==> config.mk <==
export PLATFORM = sky130hd
export DESIGN_NAME = phase_scheduler_flat
export DESIGN_NICKNAME = d
export VERILOG_FILES = /design/src/rtl/phase_scheduler_if.sv /design/src/rtl/phase_scheduler.sv /design/src/flat_wrapper.sv
export SDC_FILE = /design/constraint.sdc
export NUM_CORES = 1
export LEC_CHECK = 0
export ABC_CLOCK_PERIOD_IN_PS = 3750
export CAP_MARGIN = 20
export CORE_ASPECT_RATIO = 1.1
export CORE_MARGIN = 4
export CORE_UTILIZATION = 53
export CTS_CLUSTER_SIZE = 24
export DETAILED_ROUTE_END_ITERATION = 16
export PLACE_DENSITY = 0.79
export SYNTH_ARGS = -nofsm -noshare
export SYNTH_HDL_FRONTEND = slang
export SYNTH_SLANG_ARGS = --single-unit
==> constraint.sdc <==
create_clock -name clk -period 3.75 [get_ports clk]
set_clock_uncertainty 0.2 [all_clocks]
set_input_delay 1.125 -clock clk [delete_from_list [all_inputs] [get_ports clk]]
set_output_delay 1.125 -clock clk [all_outputs]
set_load 0.1 [all_outputs]
==> src/rtl/phase_scheduler_if.sv <==
`default_nettype none
// ============================================================================
// Module      : phase_scheduler_if
// Description : Bundle between the intersection phase scheduler and its
//               neighbours: debounced demand/service inputs, per-phase done
//               returns, and the enable/clear/status outputs toward the
//               light modules.
// Revision    : 1.0 - initial release
// ============================================================================
interface phase_scheduler_if;
    // Demand and service inputs, bit order: sud, est, vest, nord, pietoni
    logic [4:0] req_i;
    logic       service_i;
    logic [4:0] done_i;

    // Outputs toward the light modules and status
    logic [4:0] enable_o;
    logic [4:0] clear_o;
    logic       service_o;
    logic [2:0] phase_o;
    logic [4:0] pending_o;

    // Environment side: drives demand/done, observes the scheduler
    modport master (
        output req_i,
        output service_i,
        output done_i,
        input  enable_o,
        input  clear_o,
        input  service_o,
        input  phase_o,
        input  pending_o
    );

    // Scheduler side
    modport slave (
        input  req_i,
        input  service_i,
        input  done_i,
        output enable_o,
        output clear_o,
        output service_o,
        output phase_o,
        output pending_o
    );
endinterface
`default_nettype wire

==> src/rtl/phase_scheduler.sv <==
`default_nettype none
// ============================================================================
// Module      : phase_scheduler
// Description : Demand-actuated phase scheduler. Latches vehicle/pedestrian
//               requests, grants phases round-robin with pedestrian ageing
//               pre-emption, sequences clear/enable/done handshakes with an
//               all-red clearance between phases, and supports a service
//               override.
// Revision    : 1.0 - initial release
// ============================================================================
module phase_scheduler #(
    parameter int DIV_FACTOR   = 10000000,
    parameter int ALL_RED_SEC  = 2,
    parameter int MAX_WAIT_SEC = 90
) (
    input  wire logic         clk,
    input  wire logic         rst_n,
    phase_scheduler_if.slave  bus
);

    // ------------------------------------------------------------------------
    // Constants
    // ------------------------------------------------------------------------
    localparam int c_PRESC_W = (DIV_FACTOR > 1) ? $clog2(DIV_FACTOR) : 1;
    localparam int c_AR_W    = $clog2(ALL_RED_SEC + 1);
    localparam int c_WAIT_W  = $clog2(MAX_WAIT_SEC + 1);

    localparam logic [c_PRESC_W-1:0] c_PRESC_LAST = c_PRESC_W'(DIV_FACTOR - 1);
    localparam logic [c_AR_W-1:0]    c_AR_LAST    = c_AR_W'(ALL_RED_SEC - 1);
    localparam logic [c_WAIT_W-1:0]  c_WAIT_MAX   = c_WAIT_W'(MAX_WAIT_SEC);

    localparam logic [2:0] c_PH_PED  = 3'd4;
    localparam logic [2:0] c_PH_NONE = 3'd7;

    localparam logic [2:0] c_ST_IDLE    = 3'd0;
    localparam logic [2:0] c_ST_GRANT   = 3'd1;
    localparam logic [2:0] c_ST_RUN     = 3'd2;
    localparam logic [2:0] c_ST_ALL_RED = 3'd3;
    localparam logic [2:0] c_ST_SERVICE = 3'd4;

    // ------------------------------------------------------------------------
    // Registers
    // ------------------------------------------------------------------------
    logic [2:0]           r_state;
    logic [2:0]           r_sel;
    logic [2:0]           r_phase;
    logic [4:0]           r_pending;
    logic [c_PRESC_W-1:0] r_presc;
    logic [c_AR_W-1:0]    r_ar_cnt;
    logic [c_WAIT_W-1:0]  r_wait_cnt;
    logic                 r_svc_first;

    // ------------------------------------------------------------------------
    // Combinational signals
    // ------------------------------------------------------------------------
    logic [2:0] w_state_nxt;
    logic       w_tick;
    logic [4:0] w_sel_onehot;
    logic [4:0] w_grant_mask;
    logic       w_grant_entry;
    logic       w_ar_entry;
    logic       w_svc_entry;
    logic       w_ped_running;
    logic [2:0] w_scan_start;
    logic [3:0] w_scan_idx;
    logic [2:0] w_scan_pick;
    logic       w_scan_hit;
    logic [2:0] w_sel;

    assign w_tick        = (r_presc == c_PRESC_LAST);
    assign w_sel_onehot  = 5'(5'd1 << r_sel);
    assign w_grant_mask  = (r_state == c_ST_GRANT) ? w_sel_onehot : 5'd0;
    assign w_grant_entry = (w_state_nxt == c_ST_GRANT);
    assign w_ar_entry    = (w_state_nxt == c_ST_ALL_RED) && (r_state != c_ST_ALL_RED);
    assign w_svc_entry   = (w_state_nxt == c_ST_SERVICE) && (r_state != c_ST_SERVICE);
    assign w_ped_running = (r_state == c_ST_RUN) && (r_sel == c_PH_PED);

    // Next-phase choice: aged pedestrian first, else rotate from the last grant
    always_comb begin
        w_scan_start = (r_phase >= 3'd4) ? 3'd0 : (r_phase + 3'd1);
        w_scan_idx   = 4'd0;
        w_scan_pick  = 3'd0;
        w_scan_hit   = 1'b0;
        for (int i = 0; i < 5; i++) begin
            w_scan_idx = {1'b0, w_scan_start} + 4'(i);
            if (w_scan_idx >= 4'd5) begin
                w_scan_idx = w_scan_idx - 4'd5;
            end
            if (!w_scan_hit && r_pending[w_scan_idx[2:0]]) begin
                w_scan_hit  = 1'b1;
                w_scan_pick = w_scan_idx[2:0];
            end
        end
        if (r_pending[4] && (r_wait_cnt >= c_WAIT_MAX)) begin
            w_sel = c_PH_PED;
        end else begin
            w_sel = w_scan_pick;
        end
    end

    // Next-state logic; service mode overrides every other condition
    always_comb begin
        w_state_nxt = r_state;
        if (bus.service_i) begin
            w_state_nxt = c_ST_SERVICE;
        end else begin
            case (r_state)
                c_ST_IDLE: begin
                    if (|r_pending) begin
                        w_state_nxt = c_ST_GRANT;
                    end
                end
                c_ST_GRANT: begin
                    w_state_nxt = c_ST_RUN;
                end
                c_ST_RUN: begin
                    if (bus.done_i[r_sel]) begin
                        w_state_nxt = c_ST_ALL_RED;
                    end
                end
                c_ST_ALL_RED: begin
                    if (w_tick && (r_ar_cnt == c_AR_LAST)) begin
                        w_state_nxt = (|r_pending) ? c_ST_GRANT : c_ST_IDLE;
                    end
                end
                c_ST_SERVICE: begin
                    w_state_nxt = c_ST_ALL_RED;
                end
                default: begin
                    w_state_nxt = c_ST_IDLE;
                end
            endcase
        end
    end

    // State register plus the one-shot flag marking the first service cycle
    always_ff @(posedge clk or negedge rst_n) begin
        if (!rst_n) begin
            r_state     <= c_ST_IDLE;
            r_svc_first <= 1'b0;
        end else begin
            r_state     <= w_state_nxt;
            r_svc_first <= w_svc_entry;
        end
    end

    // Granted phase is captured on entry to GRANT and held otherwise
    always_ff @(posedge clk or negedge rst_n) begin
        if (!rst_n) begin
            r_sel   <= 3'd0;
            r_phase <= c_PH_NONE;
        end else if (w_grant_entry) begin
            r_sel   <= w_sel;
            r_phase <= w_sel;
        end
    end

    // Request latch; the granted bit is cleared and a same-cycle request absorbed
    always_ff @(posedge clk or negedge rst_n) begin
        if (!rst_n) begin
            r_pending <= 5'd0;
        end else begin
            r_pending <= (r_pending | bus.req_i) & ~w_grant_mask;
        end
    end

    // One-second prescaler, realigned at the start of every clearance
    always_ff @(posedge clk or negedge rst_n) begin
        if (!rst_n) begin
            r_presc <= '0;
        end else if (w_ar_entry || w_tick) begin
            r_presc <= '0;
        end else begin
            r_presc <= r_presc + 1'b1;
        end
    end

    // Seconds spent in the current all-red clearance
    always_ff @(posedge clk or negedge rst_n) begin
        if (!rst_n) begin
            r_ar_cnt <= '0;
        end else if (w_ar_entry) begin
            r_ar_cnt <= '0;
        end else if ((r_state == c_ST_ALL_RED) && w_tick) begin
            r_ar_cnt <= r_ar_cnt + 1'b1;
        end
    end

    // Pedestrian ageing: counts waiting seconds, saturating, frozen in service
    always_ff @(posedge clk or negedge rst_n) begin
        if (!rst_n) begin
            r_wait_cnt <= '0;
        end else if ((r_state == c_ST_GRANT) && (r_sel == c_PH_PED)) begin
            r_wait_cnt <= '0;
        end else if (w_tick && r_pending[4] && (r_state != c_ST_SERVICE) &&
                     !w_ped_running && (r_wait_cnt < c_WAIT_MAX)) begin
            r_wait_cnt <= r_wait_cnt + 1'b1;
        end
    end

    // Outputs decoded from registered state
    assign bus.enable_o  = (r_state == c_ST_RUN) ? w_sel_onehot : 5'd0;
    assign bus.clear_o   = (r_state == c_ST_GRANT) ? w_sel_onehot :
                           ((r_state == c_ST_SERVICE) && r_svc_first) ? 5'b11111 : 5'd0;
    assign bus.service_o = (r_state == c_ST_SERVICE);
    assign bus.phase_o   = r_phase;
    assign bus.pending_o = r_pending;

endmodule
`default_nettype wire

==> src/flat_wrapper.sv <==
// flat-port wrapper written by rule: the top's interface ports become plain ports
module phase_scheduler_flat 
#(
    parameter int DIV_FACTOR   = 10000000,
    parameter int ALL_RED_SEC  = 2,
    parameter int MAX_WAIT_SEC = 90
)
  (clk, rst_n, bus_req_i, bus_service_i, bus_done_i, bus_enable_o, bus_clear_o, bus_service_o, bus_phase_o, bus_pending_o);
  phase_scheduler_if bus_i ();
  input  wire logic clk;
  input  wire logic rst_n;
  input wire logic [$bits(bus_i.req_i)-1:0] bus_req_i;
  input wire logic [$bits(bus_i.service_i)-1:0] bus_service_i;
  input wire logic [$bits(bus_i.done_i)-1:0] bus_done_i;
  output wire logic [$bits(bus_i.enable_o)-1:0] bus_enable_o;
  output wire logic [$bits(bus_i.clear_o)-1:0] bus_clear_o;
  output wire logic [$bits(bus_i.service_o)-1:0] bus_service_o;
  output wire logic [$bits(bus_i.phase_o)-1:0] bus_phase_o;
  output wire logic [$bits(bus_i.pending_o)-1:0] bus_pending_o;
  assign bus_i.req_i = bus_req_i;
  assign bus_i.service_i = bus_service_i;
  assign bus_i.done_i = bus_done_i;
  assign bus_enable_o = bus_i.enable_o;
  assign bus_clear_o = bus_i.clear_o;
  assign bus_service_o = bus_i.service_o;
  assign bus_phase_o = bus_i.phase_o;
  assign bus_pending_o = bus_i.pending_o;
  phase_scheduler #(.DIV_FACTOR(DIV_FACTOR), .ALL_RED_SEC(ALL_RED_SEC), .MAX_WAIT_SEC(MAX_WAIT_SEC)) u_core (.clk(clk), .rst_n(rst_n), .bus(bus_i));
endmodule
### Placed cells, one colour a class, run 1

Fill, decap, tap and diode cells in grey.
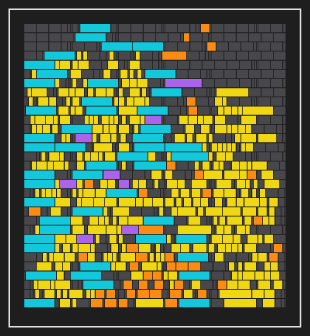
[yellow] combinational and other logic | cells: 329 | share of their area: 57%
[cyan] sequential cells | cells: 48 | share of their area: 30%
[orange] remaining buffers and delay cells | cells: 43 | share of their area: 9.3%
[purple] clock drivers and dummy loads | cells: 8 | share of their area: 3.0%

### Wires at chosen ports, followed through buffers, run 1

The bar under the picture is 20 um long.
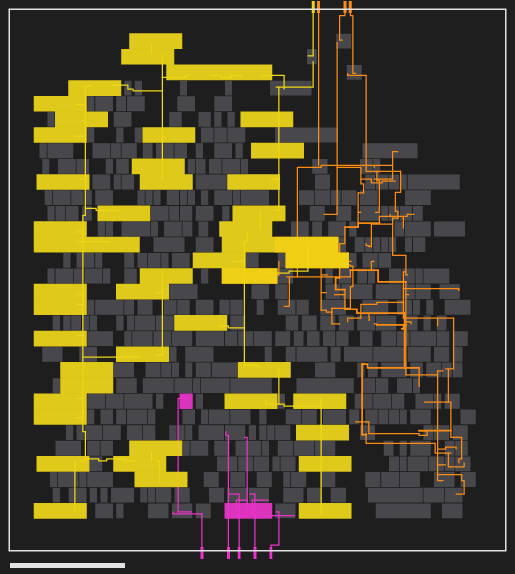
[orange] bus_phase_o | bits: 3 | direction: output | edge: top | end cells: 3 | wire: 551 um
[yellow] rst_n | bits: 1 | direction: input | edge: top | end cells: 48 | wire: 321 um
[magenta] bus_done_i | bits: 5 | direction: input | edge: bottom | end cells: 2 | wire: 118 um

==> deck_impl_summary.md, run 1 <==
Physical Implementation Snapshot

Drt
  – Uppermost layer routed: met4
  – DRC: 0
  – Starting DRT DRC Count: 119
  – Via count: 3073
  – Post-Route WL: 8340 um
  – Number of routed nets with antenna violations: 0
  – Routed wire per std cell: 16.4 um

Power and ir drop
  – Pwr top: combinational cells
  – Power Internal: 0.00166 W
  – Combinational share of power: 0.656

Global route
  – Grt met3 use: 0.0307
  – GRT met2 Usage: 0.375
  – Most Crowded Layer GR: met2
  – First-pass GRT wire length: approximately 14000 um
  – Initial antenna violation count: 0

Worst setup path
  – Worst Setup Path Type: flip-flop to flip-flop
  – Startpoint types: flip-flop
  – R2r setup slk: 160 ps
  – CP max FO: 7

Hold path
  – Worst hold path type: flip-flop to flip-flop

Final layout
  – Fillcell total: 540
  – Final Util: 0.625
  – Area delta synth->final: 15.4%
  – Fin area: roughly 4100 um^2

Final timing
  – Slew HR: 0.491
  – Actual slew at the worst max-slew pin: 757 ps
  – Final WS setup: 156 ps
  – Pins Over Slew Limit: 0

Yosys
  – XOR/XNOR Area Share: 0.0790
  – Post-Synth Simple-Gate Area: 0.281
  – Post-Syn Area per Cell: roughly 8.9 um^2
  – Mux cell area share: 0.0296
  – Yosys warns: 0
  – Yosys cell count: roughly 400
  – Asr flop ratio synth: 1.00
  – Cell area after synthesis: 3550 um^2
  – Area leader, netlist: dfrtp_1
  – Count of different cell masters after synthesis: 79

Die
  – Chip Area: around 8100 um^2
  – DIE WIDTH: 86 um
  – Row Count: 31

Placed design
  – Setup WS pre-CTS: 118 ps
  – Post-Place Cells: about 500
  – Post-DP HPWL: 6170 um
  – IO buf count: 31

Clock tree
  – CTS buffer count: 5
  – CTS tree: built

Status
  – Status: finished, final reports clean
### Metal layers overlaid, run 1

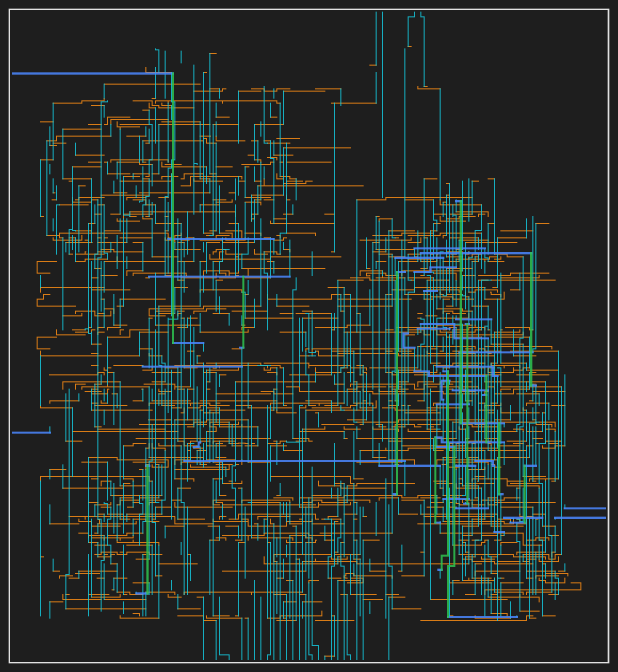
[blue] metal 3 | wire length: 312 um
[orange] metal 1 | wire length: 3470 um
[cyan] metal 2 | wire length: 4280 um
[green] metal 4 | wire length: 271 um

### Cell sizes after repair, run 1

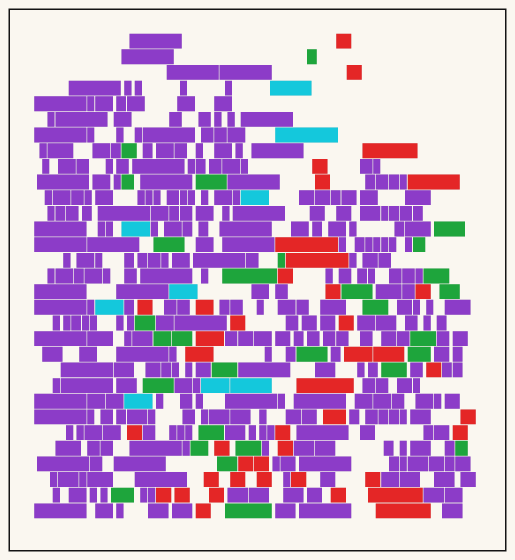
[red] _3 and _4 cells | cells: 42 | share: 9.8% | most used: buf_4
[purple] _0 and _1 cells | cells: 348 | share: 81% | most used: nor2_1
[cyan] _6 and larger | cells: 9 | share: 2.1% | most used: clkbuf_8
[green] _2 cells | cells: 29 | share: 6.8%

[run 1: cell usage after synthesis, types with 4 or more instances]
| cell | n |
|---|---|
| a21oi_1 | 8 |
| a31oi_1 | 4 |
| and3_1 | 8 |
| buf_2 | 7 |
| buf_6 | 4 |
| clkbuf_1 | 5 |
| dfrtp_1 | 45 |
| ha_1 | 11 |
| inv_1 | 13 |
| mux2i_1 | 6 |
| nand2_1 | 30 |
| nand2b_1 | 5 |
| nand3_1 | 15 |
| nand4_1 | 8 |
| nor2_1 | 62 |
| nor2b_1 | 7 |
| nor3_1 | 8 |
| nor3b_1 | 4 |
| nor4_1 | 7 |
| o211a_1 | 5 |
| o211ai_1 | 4 |
| o21a_1 | 8 |
| o21ai_0 | 12 |
| o22ai_1 | 4 |
| xnor2_1 | 14 |
| xor2_1 | 18 |
[run 1: cell usage in the layout, fill, tap and decap left out, drive strengths merged, types with 7 or more instances in the layout]
| cell | synthesis | final |
|---|---|---|
| a21oi | 9 | 9 |
| and3 | 9 | 9 |
| buf | 13 | 32 |
| clkdlybuf4s50 | 1 | 11 |
| dfrtp | 45 | 45 |
| ha | 11 | 11 |
| inv | 14 | 14 |
| nand2 | 30 | 30 |
| nand3 | 15 | 15 |
| nand4 | 8 | 8 |
| nor2 | 63 | 63 |
| nor2b | 7 | 7 |
| nor3 | 9 | 9 |
| nor4 | 7 | 7 |
| o21a | 8 | 8 |
| o21ai | 13 | 13 |
| xnor2 | 14 | 14 |
| xor2 | 18 | 18 |
[run 1: layout make-up]
type | instances | area (um^2) | share of cell area
multi-input cells | 315 | 2230 | 0.545
flip-flops and latches | 48 | 1210 | 0.296
repair buffers | 43 | 373 | 0.0911
clock inverters | 2 | 38.8 | 0.00947
inverters | 14 | 52.6 | 0.0128
well taps | 82 | 103 | 0.0251
clock buffers | 6 | 82.6 | 0.0202
[run 1: flip-flops by register name (all words and copies together), names as in the netlist]
signal	count
u_core.bus.pending_o	5
u_core.bus.phase_o	3
u_core.r_svc_first	1
u_core.r_sel	3
u_core.r_ar_cnt	2
u_core.r_presc	24
u_core.r_state	3
u_core.r_wait_cnt	7
[run 1: worst max-delay path: stages (launching register included)]
cell       delay, ps
dfstp_4          630
inv_1            110
ha_1             410
nand2_2          110
inv_1            130
ha_1             220
nor2_1            70
a221o_1          330
a221oi_4         380
and4b_4          330
nand4bb_4        140
or2_1            260
a32oi_1          200
[run 1: path summary, 6_finish.rpt]
| kind | start | to | cells past startpoint |
|---|---|---|---|
| worst max-delay path | u_core.bus.phase_o[1] | u_core.bus.phase_o[2] | 12 |
| worst min-delay path | u_core.r_presc[0] | u_core.r_presc[0] | 1 |
| worst max register to register | u_core.bus.phase_o[1] | u_core.bus.phase_o[2] | 12 |
| worst min register to register | u_core.r_presc[0] | u_core.r_presc[0] | 1 |
| max in group asynchronous | rst_n | u_core.r_state[0] | 2 |
| min in group asynchronous | rst_n | u_core.r_state[1] | 1 |
[run 1: repair_timing]
action,4_1_cts,5_1_grt
gates resized,0,5
endpoints found under the setup margin,0,6
hold buffers,0,0
==> run 2: changes to the inputs <==
GPL_ROUTABILITY_DRIVEN = 0   (was default)
### Cell sizes after repair, run 2

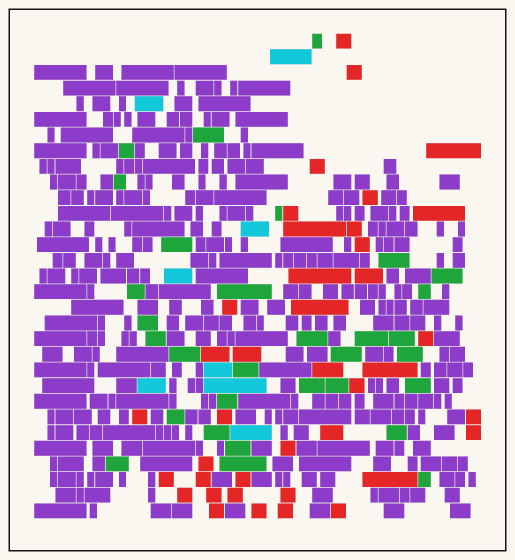
[red] _3 and _4 cells | cells: 39 | share: 9.2% | most used: buf_4
[purple] _0 and _1 cells | cells: 347 | share: 82% | most used: nor2_1
[green] _2 cells | cells: 31 | share: 7.3%
[cyan] _6 and larger | cells: 8 | share: 1.9% | most used: clkbuf_8

### Wires at chosen ports, followed through buffers, run 2

The bar under the picture is 20 um long.
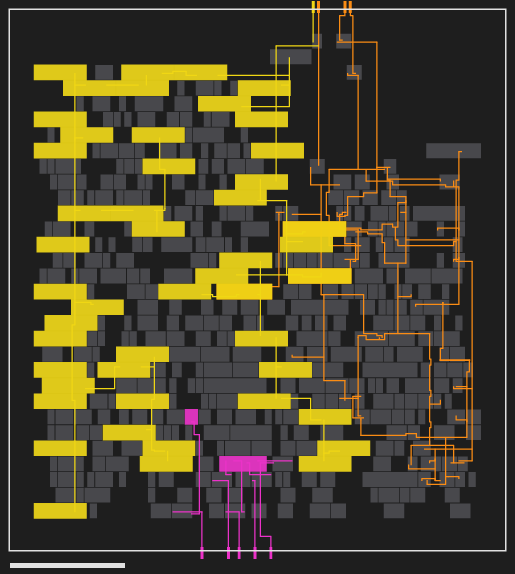
IO buf count: 31
I/O pins: 32

==> deck_impl_summary.md, run 2 <==
Physical Implementation Snapshot

Global route
  – Initial antenna violation count: 0 (unchanged)
  – GRT met2 Usage: 0.386 (was 0.375)
  – Most Crowded Layer GR: met2 (unchanged)

Worst setup path
  – Worst Setup Path Type: flip-flop to flip-flop (unchanged)
  – Startpoint types: flip-flop (unchanged)
  – CP peak stage delay: 630 ps (about the same)
  – Crit-path cells: inv_1, ha_2, nand2_2, inv_1, ha_1, nor2_1, a221o_1, a221oi_4, and4b_4, nand4bb_4, or2_1, a32oi_1 (was inv_1, ha_1, nand2_2, inv_1, ha_1, nor2_1, a221o_1, a221oi_4, and4b_4, nand4bb_4, or2_1, a32oi_1)
  – R2r setup slk: 160 ps (about the same)
  – Buf/Inv on CP: 2 (unchanged)

Final timing
  – Slew HR: 0.390 (was 0.491)
  – Actual slew at the worst max-slew pin: 906 ps (was 757 ps)
  – Final WS setup: 155 ps (was 156 ps)

Hold path
  – Worst hold path type: flip-flop to flip-flop (unchanged)

Final layout
  – Biggest register: u_core.r_presc (unchanged)
  – Area delta synth->final: 14.7% (was 15.4%)
  – Most common logic cells in the final layout: 62 x nor2_1, 45 x dfrtp_1, 29 x nand2_1, 27 x buf_4, 18 x xor2_1 (was 62 x nor2_1, 45 x dfrtp_1, 29 x nand2_1, 29 x buf_4, 18 x xor2_1)

Power and ir drop
  – Power Internal: 0.00164 W (was 0.00166 W)
  – Combinational share of power: 0.664 (was 0.656)

Drt
  – Routed wire per std cell: 16.6 um (was 16.4 um)
  – Via count: 3032 (was 3073)
  – Starting DRT DRC Count: 139 (was 119)
  – Post-Route WL: 8410 um (was 8340 um)
  – DRC: 0 (unchanged)

Yosys
  – Yosys warns: 0 (unchanged)
  – Post-Syn Area per Cell: 8.89 um^2 (unchanged)
  – Yosys cell count: 399 (unchanged)
  – Count of different cell masters after synthesis: 79 (unchanged)
  – Asr flop ratio synth: 1.00 (unchanged)

Clock tree
  – CTS tree: built (unchanged)
  – Cts hold-fix bufs: 0 (unchanged)
  – CTS buffer count: 5 (unchanged)

Placed design
  – Post-Place Cells: 499 (was 501)
  – Post-DP HPWL: 6140 um (was 6170 um)

Status
  – Status: finished, final reports clean (unchanged)

Die
  – DIE WIDTH: 86 um (unchanged)
  – Chip Area: 8070 um^2 (unchanged)
[run 2: kinds of logic after synthesis]
kind of cell | Yosys count | synth area share
AND-OR/OR-AND | 79 | 0.173
buffers and inverters | 36 | 0.0589
multiplexers | 9 | 0.0296
AND/OR/NAND/NOR | 184 | 0.281
flip-flops | 48 | 0.340
adder cells (fa/ha/maj) | 11 | 0.0388
XOR/XNOR | 32 | 0.0790
[run 2: through the flow]
| stage | util | area, um^2 | hold slack (ps) | setup TNS, ps |
|---|---|---|---|---|
| after global placement | 0.595 | 3900 | 279 | 0 |
| final | 0.621 | 4070 | 303 | 0 |
| after floorplan | - | 3650 | 248 | 0 |
| after global routing | 0.621 | 4070 | 333 | -49.4 |
| after CTS | 0.611 | 4000 | 314 | 0 |
| after detailed placement | 0.595 | 3900 | 304 | 0 |
[run 2: layer usage]
layer,share of wire,up-vias
li1,-,1479
met1,0.42,1475
met2,0.52,60
met3,0.025,18
met4,0.027,0
met5,0,-
[run 2: power by group through the flow]
stage	registers [W]	logic [W]	clock network, W
2_1_floorplan	0.000848	0.00154	0
3_3_place_gp	0.000728	0.00198	0
3_5_place_dp	0.000732	0.00201	0
4_1_cts	0.000722	0.00202	0.000364
5_1_grt	0.000736	0.00229	0.000381
6_report	0.000722	0.00213	0.000357
[run 2: cell type report]
class	count	area [um^2]
inverter	14	52.6
multi-input combinational	315	2240
tap	82	103
clock inverter	1	30.0
timing repair buffer	41	358
clock buffer	6	72.6
fill	566	2480
sequential	48	1210
[run 2: path summary, 6_finish.rpt]
path,start,endpoint,depth (start not counted)
max,u_core.bus.phase_o[1],u_core.bus.phase_o[2],12
min,u_core.r_presc[0],u_core.r_presc[0],1
max reg2reg,u_core.bus.phase_o[1],u_core.bus.phase_o[2],12
min reg2reg,u_core.r_presc[0],u_core.r_presc[0],1
max in group asynchronous,rst_n,u_core.bus.pending_o[4],2
min in group asynchronous,rst_n,u_core.r_presc[15],1
[run 2: timing repair]
| item | 4_1_cts | 5_1_grt |
|---|---|---|
| hold endpoints to repair | 0 | 0 |
| gates resized | 0 | 7 |
| setup endpoints to repair | 0 | 6 |
[run 2: worst register-to-register path: stages (launching register included)]
cell	delay (ps)
dfstp_4	630
inv_1	110
ha_2	410
nand2_2	100
inv_1	140
ha_1	220
nor2_1	70
a221o_1	330
a221oi_4	390
and4b_4	340
nand4bb_4	130
or2_1	260
a32oi_1	200
==> run 3: changes to the inputs <==
SLEW_MARGIN = 20   (was default)
### Wires at chosen ports, followed through buffers, run 3

The bar under the picture is 20 um long.
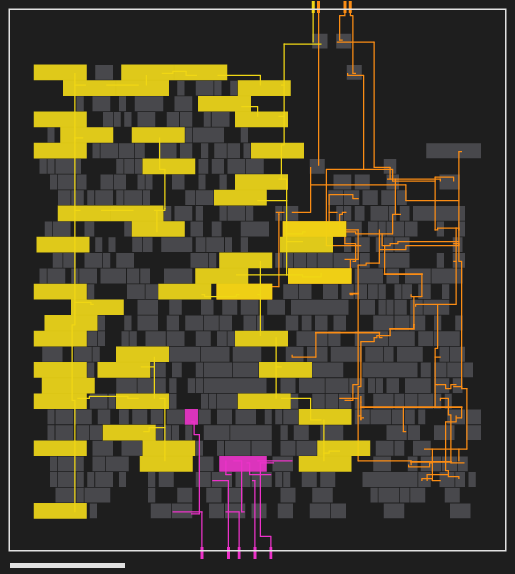
[magenta] bus_done_i | bits: 5 | direction: input | edge: bottom | end cells: 2 | wire: 110 um
[orange] bus_phase_o | bits: 3 | direction: output | edge: top | end cells: 3 | wire: 636 um
[yellow] rst_n | bits: 1 | direction: input | edge: top | end cells: 48 | wire: 309 um

### Placed standard cells, run 3

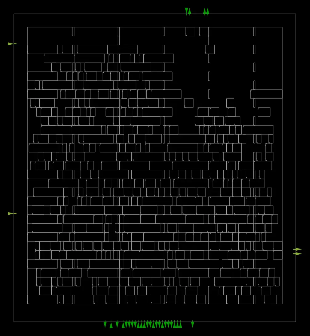
core area: 6560 um^2
Final Util: 0.618
Final Non-Filler Cells: 506
n_taps: 82
flop share of the area: 0.299

==> deck_impl_summary.md, run 3 <==
Physical Implementation Snapshot

Status
  – Status: finished, final reports clean (unchanged)

Yosys
  – Area leader, netlist: dfrtp_1 (unchanged)
  – Count leader, synth: nor2_1 (unchanged)
  – Asr flop ratio synth: 1.00 (unchanged)
  – Yosys cell count: 399 (unchanged)
  – Post-Syn Area per Cell: 8.89 um^2 (unchanged)
  – Yosys warns: 0 (unchanged)

Global route
  – First-pass GRT wire length: 14000 um (unchanged)
  – Initial antenna violation count: 0 (unchanged)

Final layout
  – Biggest register: u_core.r_presc (unchanged)
  – Most common logic cells in the final layout: 62 x nor2_1, 45 x dfrtp_1, 29 x nand2_1, 28 x buf_4, 18 x xor2_1 (was 62 x nor2_1, 45 x dfrtp_1, 29 x nand2_1, 27 x buf_4, 18 x xor2_1)
  – Commonest Layout Cell: nor2_1 (unchanged)
  – Area delta synth->final: 14.3% (was 14.7%)
  – Largest register FFs: 24 (unchanged)
  – Fin area: 4050 um^2 (was 4070 um^2)

Clock tree
  – CTS buffer count: 5 (unchanged)
  – Cts hold-fix bufs: 0 (unchanged)
  – CTS tree: built (unchanged)

Drt
  – Starting DRT DRC Count: 138 (was 139)
  – DRC: 0 (unchanged)
  – Routed wire per std cell: 16.6 um (about the same)
  – Via count: 3027 (was 3032)

Hold path
  – Min-delay src: u_core.r_presc[0] (unchanged)
  – Worst hold path type: flip-flop to flip-flop (unchanged)

Final timing
  – Actual slew at the worst max-slew pin: 876 ps (was 906 ps)
  – Slew HR: 0.411 (was 0.390)
  – Final WS setup: 150 ps (was 155 ps)
  – Total negative slack: 0 ps (unchanged)

Worst setup path
  – R2R cell count: 12 (unchanged)
  – CP max FO: 7 (unchanged)
  – R2R Path Start: u_core.bus.phase_o[1] (unchanged)
  – CP peak stage delay: 630 ps (about the same)
  – Worst Setup Path Type: flip-flop to flip-flop (unchanged)
  – Crit-path cells: inv_1, ha_2, nand2_2, inv_1, ha_1, nor2_1, a221o_1, a221oi_4, and4b_4, nand4bb_4, or2_1, a32oi_1 (unchanged)

Placed design
  – Setup WS pre-CTS: 156 ps (unchanged)
  – Cell Area, Placed: 3900 um^2 (unchanged)
  – Post-DP HPWL: 6140 um (unchanged)
  – IO buf count: 31 (unchanged)

Power and ir drop
  – Combinational share of power: 0.663 (was 0.664)

Die
  – DIE WIDTH: 86 um (unchanged)
## run 3: worst max-delay path by stage
| stage | start | slack (ps) | endpoint |
|---|---|---|---|
| final | u_core.bus.phase_o[1] | 150 | u_core.bus.phase_o[2] |
| after global routing | u_core.bus.phase_o[1] | -20 | u_core.r_sel[2] |
| after CTS | u_core.bus.phase_o[1] | 140 | u_core.r_sel[0] |
| after detailed placement | u_core.bus.phase_o[1] | 160 | u_core.r_sel[0] |
| after global placement | u_core.bus.phase_o[1] | 220 | u_core.r_sel[0] |
| after floorplan | u_core.bus.phase_o[0] | 1 | u_core.bus.phase_o[2] |
## run 3: what timing repair did
| action | in CTS | in global routing |
|---|---|---|
| endpoints found under the hold margin | 0 | 0 |
| gates resized | 0 | 7 |
| endpoints found under the setup margin | 0 | 6 |
## run 3: layout make-up
| cell class | count | area (um^2) |
|---|---|---|
| Fill cell | 567 | 2500 |
| Clock inverter | 1 | 30.0 |
| Tap cell | 82 | 103 |
| Inverter | 14 | 52.6 |
| Clock buffer | 6 | 72.6 |
| Multi-Input combinational cell | 315 | 2240 |
| Sequential cell | 48 | 1210 |
| Timing Repair Buffer | 40 | 340 |
## run 3: logic make-up after synthesis
logic type,synth area share
and+or+nand+nor,0.281
AOI/OAI and AO/OA,0.173
DFF,0.340
buffers and inverters,0.0589
xor gates and xnor gates,0.0790
adders and majority gates,0.0388
muxes,0.0296
## run 3: metal layers
metal  part of all wire  GRT usage  vias to the layer above
met5                  0          0                        -
met4              0.027     0.0937                        0
met3              0.030     0.0211                       17
met2               0.52      0.386                       66
met1               0.42      0.257                     1462
li1                   -          -                     1482
## run 3: per-stage QoR
stage / utilization / instances / hold WS (ps) / power, W
after detailed placement: 0.595 / 499 / 304 / 0.00274
after CTS: 0.611 / 506 / 314 / 0.00311
final: 0.618 / 506 / 303 / 0.00321
after floorplan: - / 399 / 248 / 0.00239
after global routing: 0.618 / 506 / 333 / 0.00340
after global placement: 0.595 / 499 / 279 / 0.00271
## run 3: power by group through the flow
stage,Sequential [W],Combinational (W),Clock [W]
final,0.000723,0.00213,0.000357
after detailed placement,0.000732,0.00201,0
after floorplan,0.000848,0.00154,0
after global routing,0.000736,0.00229,0.000381
after CTS,0.000722,0.00202,0.000364
after global placement,0.000728,0.00198,0
## run 3: critical path, delay by kind of cell (launching register included)
family,cells,cell delay [ps]
adders and majority gates,2,640
buffers and inverters,2,250
and+or+nand+nor,5,890
AOI/OAI and AO/OA,3,920
DFF,1,630
Power figures rest on the tool's default switching activity, not on a simulated workload.
